## src/rtl/master_ctrl_pkg.sv

```systemverilog
// master_ctrl_pkg: shared phase encoding and default geometry for the matmul sequencer
package master_ctrl_pkg;
  localparam int DEF_ROWS = 16;
  localparam int DEF_COLS = 16;
  localparam int DEF_ADDR_WIDTH = 8;
  localparam int DEF_COMPUTE_LATENCY = 32;
  typedef enum logic [2:0] {IDLE, FILL_REQ, FILL_WAIT, DRAIN, LATCH, COMPUTE, DONE} state_e;
endpackage

```

## src/rtl/master_lane_mask.sv

```systemverilog
// master_lane_mask: thermometer mask with the low num+1 bits set, forced to zero when en is low
module master_lane_mask #(
  parameter int WIDTH = 16
) (
  input  logic                       en,
  input  logic [$clog2(WIDTH)-1:0]   num,
  output logic [WIDTH-1:0]           mask
);
  localparam int NW = $clog2(WIDTH);
  localparam logic [WIDTH-1:0] ONES = '1;
  always_comb mask = en ? ONES >> (NW'(WIDTH - 1) - num) : '0;
endmodule

```

## src/rtl/master_matmul_sequencer.sv

```systemverilog
// master_matmul_sequencer: fill -> drain -> latch -> compute phase sequencer for one tiled matmul
module master_matmul_sequencer
  import master_ctrl_pkg::*;
#(
  parameter int SYS_ARR_ROWS    = DEF_ROWS,
  parameter int SYS_ARR_COLS    = DEF_COLS,
  parameter int ADDR_WIDTH      = DEF_ADDR_WIDTH,
  parameter int COMPUTE_LATENCY = DEF_COMPUTE_LATENCY
) (
  input  logic                            clk,
  input  logic                            reset,
  input  logic                            start,
  input  logic [$clog2(SYS_ARR_ROWS)-1:0] num_row,
  input  logic [$clog2(SYS_ARR_COLS)-1:0] num_col,
  input  logic [ADDR_WIDTH-1:0]           num_in,
  input  logic [ADDR_WIDTH-1:0]           input_base,
  input  logic [ADDR_WIDTH-1:0]           output_base,
  output logic                            busy,
  output logic                            done,
  output logic                            fill_start,
  input  logic                            fill_done,
  output logic                            drain_en,
  output logic                            weight_latch,
  output logic [SYS_ARR_ROWS-1:0]         inputMem_rd_en,
  output logic [ADDR_WIDTH-1:0]           inputMem_rd_addr,
  output logic [SYS_ARR_COLS-1:0]         outputMem_wr_en,
  output logic [ADDR_WIDTH-1:0]           outputMem_wr_addr
);
  localparam int RW = $clog2(SYS_ARR_ROWS);
  localparam int CLW = $clog2(SYS_ARR_COLS);
  localparam int CW_A = $clog2(2 ** ADDR_WIDTH + COMPUTE_LATENCY);
  localparam int CW_D = $clog2(SYS_ARR_ROWS + 1);
  localparam int CW = CW_A > CW_D ? CW_A : CW_D;
  state_e state_q, state_d;
  logic [CW-1:0] cnt_q, cnt_d, last_c;
  logic [RW-1:0] num_row_q, num_row_d;
  logic [CLW-1:0] num_col_q, num_col_d;
  logic [ADDR_WIDTH-1:0] num_in_q, num_in_d, in_base_q, in_base_d, out_base_q, out_base_d;
  logic rd_on, wr_on;
  assign last_c = CW'(COMPUTE_LATENCY) + CW'(num_in_q);
  always_comb begin
    state_d = state_q;
    cnt_d = cnt_q;
    num_row_d = num_row_q;
    num_col_d = num_col_q;
    num_in_d = num_in_q;
    in_base_d = in_base_q;
    out_base_d = out_base_q;
    case (state_q)
      IDLE: if (start) begin
        state_d = FILL_REQ;
        cnt_d = '0;
        num_row_d = num_row;
        num_col_d = num_col;
        num_in_d = num_in;
        in_base_d = input_base;
        out_base_d = output_base;
      end
      FILL_REQ: begin
        state_d = FILL_WAIT;
        cnt_d = '0;
      end
      // first wait cycle is blanked: the controller's done only drops one cycle after its start
      FILL_WAIT: if (cnt_q == '0) cnt_d = CW'(1);
        else if (fill_done) begin
          state_d = DRAIN;
          cnt_d = '0;
        end
      DRAIN: if (cnt_q == CW'(SYS_ARR_ROWS - 1)) begin
        state_d = LATCH;
        cnt_d = '0;
      end else cnt_d = cnt_q + CW'(1);
      LATCH: begin
        state_d = COMPUTE;
        cnt_d = '0;
      end
      COMPUTE: if (cnt_q == last_c) state_d = DONE;
        else cnt_d = cnt_q + CW'(1);
      DONE: state_d = IDLE;
      default: state_d = IDLE;
    endcase
  end
  always_ff @(posedge clk) begin
    if (reset) begin
      state_q <= IDLE;
      cnt_q <= '0;
      num_row_q <= '0;
      num_col_q <= '0;
      num_in_q <= '0;
      in_base_q <= '0;
      out_base_q <= '0;
    end else begin
      state_q <= state_d;
      cnt_q <= cnt_d;
      num_row_q <= num_row_d;
      num_col_q <= num_col_d;
      num_in_q <= num_in_d;
      in_base_q <= in_base_d;
      out_base_q <= out_base_d;
    end
  end
  always_comb begin
    busy = state_q != IDLE;
    done = state_q == DONE;
    fill_start = state_q == FILL_REQ;
    drain_en = state_q == DRAIN;
    weight_latch = state_q == LATCH;
    rd_on = state_q == COMPUTE && cnt_q <= CW'(num_in_q);
    wr_on = state_q == COMPUTE && cnt_q >= CW'(COMPUTE_LATENCY) && cnt_q <= last_c;
    inputMem_rd_addr = rd_on ? in_base_q + cnt_q[ADDR_WIDTH-1:0] : '0;
    outputMem_wr_addr = wr_on ? out_base_q + ADDR_WIDTH'(cnt_q - CW'(COMPUTE_LATENCY)) : '0;
  end
  master_lane_mask #(.WIDTH(SYS_ARR_ROWS)) u_row_mask (.en(rd_on), .num(num_row_q), .mask(inputMem_rd_en));
  master_lane_mask #(.WIDTH(SYS_ARR_COLS)) u_col_mask (.en(wr_on), .num(num_col_q), .mask(outputMem_wr_en));
endmodule

```

## config.mk

```make
export PLATFORM = sky130hd
export DESIGN_NAME = master_matmul_sequencer
export DESIGN_NICKNAME = d
export VERILOG_FILES = /design/src/rtl/master_ctrl_pkg.sv /design/src/rtl/master_lane_mask.sv /design/src/rtl/master_matmul_sequencer.sv
export SDC_FILE = /design/constraint.sdc
export NUM_CORES = 1
export LEC_CHECK = 0
export ABC_AREA = 1
export CAP_MARGIN = 10
export CORE_UTILIZATION = 55
export CTS_BUF_LIST = sky130_fd_sc_hd__clkbuf_8
export CTS_CLUSTER_DIAMETER = 200
export DETAILED_ROUTE_END_ITERATION = 16
export PLACE_DENSITY = 0.88
export SYNTH_ARGS = -nofsm -noshare
export SYNTH_HDL_FRONTEND = slang
export SYNTH_SLANG_ARGS = --single-unit
```

## constraint.sdc

```tcl
create_clock -name clk -period 4.6 [get_ports clk]
set_clock_uncertainty 0.2 [all_clocks]
set_input_delay 1.15 -clock clk [delete_from_list [all_inputs] [get_ports clk]]
set_output_delay 1.15 -clock clk [all_outputs]
set_load 0.03 [all_outputs]
```

Metal layers overlaid:
(4 px per µm) Only two layers are drawn.
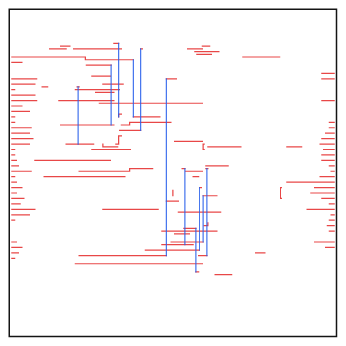
metal 3: shown in red, wire length 627 µm. metal 4: shown in blue, wire length 205 µm.

Cell placement:
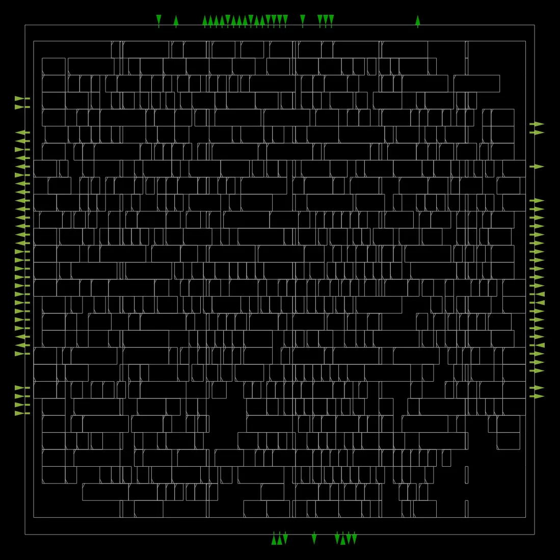
Seq cells: 44
sequential portion of the cell area: 19.8%
core area: 5990 µm²
number of cell rows: 28

Signal metal coverage by tile:
(4 px per µm) The die is cut into 16 by 16 equal tiles; dark blue is low, red is high, scaled to the fullest tile. Values are wire area over tile area, all layers added.
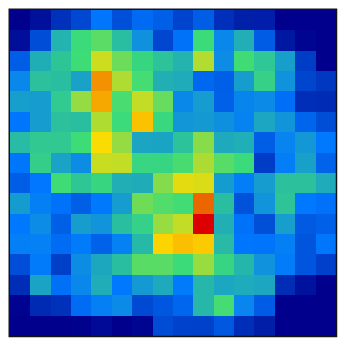
8.2% of the tiles are nearly empty. The fullest tile reaches 0.70. The densest ninth of the die: centre. The mean over all tiles is 0.22.

Wires at chosen ports, followed through buffers:
(6 px per µm)
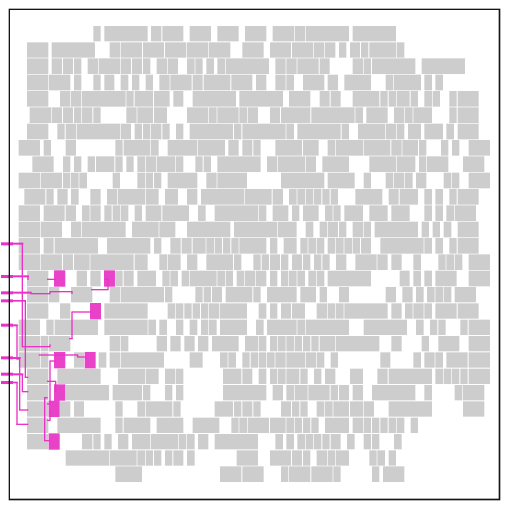
num_in: shown in magenta, bits 8, direction input, edge left, end cells 8, buffers 8, wire 131 µm.

==> impl_metrics.yaml <==
# flow metrics
placement:
  io_buffers: 88
  dp_hpwl_um: 7030
route:
  remaining_drc_errors: 0
  dr.first_iter.drc_count: 226
  num_vias: 3708
  met3WireLength_um: 626
synth:
  synthArstFlopShare_pct: 0
  logic_family: "simple AND/OR/NAND/NOR gates"
  synth_dominant_cell_count: "nand2_1"
  synth.net_count: 615
  ys_seq_elements: 44
  synth-main-ff-cell: "dfxtp_1"
  syn_area_um2: 3470
  ys_seq_share_pct: 25.4
  synth.avg_cell_area_um2: 6.41
  ys_area_um2: 3470
  ys_sh_mux_pct: 0
  area_leaders: "dfxtp_1 25%, ha_1 13%, nand2_1 11%, inv_1 9.5%, nor2_1 8.8%"
power_and_ir_drop:
  top_power_group: "combinational logic"
  ir_drop_v: 0.000277
  p_switching_w: 0.000903
  total_power_w: 0.00191
  pwr-share-seq_pct: 31.9
  pg_seq_w: 0.000609
sta:
  max_freq_ghz: 0.234
  fin_tns_setup_ps: 0
  fin_ws_ps: 325
layout:
  largest_class: "logic gates"
  buf_share_pct: 20.6
  logic_area_um2: 2130
  stdcell_count: 698
  logic_gates: 389
  largest_reg_flops: 9
  top_register: "cnt_q"
  nClkBuffers: 7
cts:
  clk_latency_ps: 300
  cts.path.max_buffers: 2
  cts_made_buffers: 5
  cts_hold_buf: 0
floorplan:
  die_y_um: 81.5
  fp_util_pct: 58.0
job:
  warnings: 28
worst_setup_path:
  critical_path_depth: 10
  reg2reg_setup_slack_ps: 2270
  setup.worst_path.start: "num_in_q[5]"
  cp_max_fo: 22
  crit_buf_inv: 1
  critPathMaxStageDelay_ps: 690
  end_kind: "output port"
global_routing:
  grt_busiest_layer: "met2"
  grt_first_pass_wirelength_um: 14800
  use_met2_pct: 50.4
outcome:
  status: "complete, no violations"
min_path:
  holdPathStages: 2
  whs_endpoint: "in_base_q[0]"
No activity file was given, so power comes from the tool's default toggle rates.
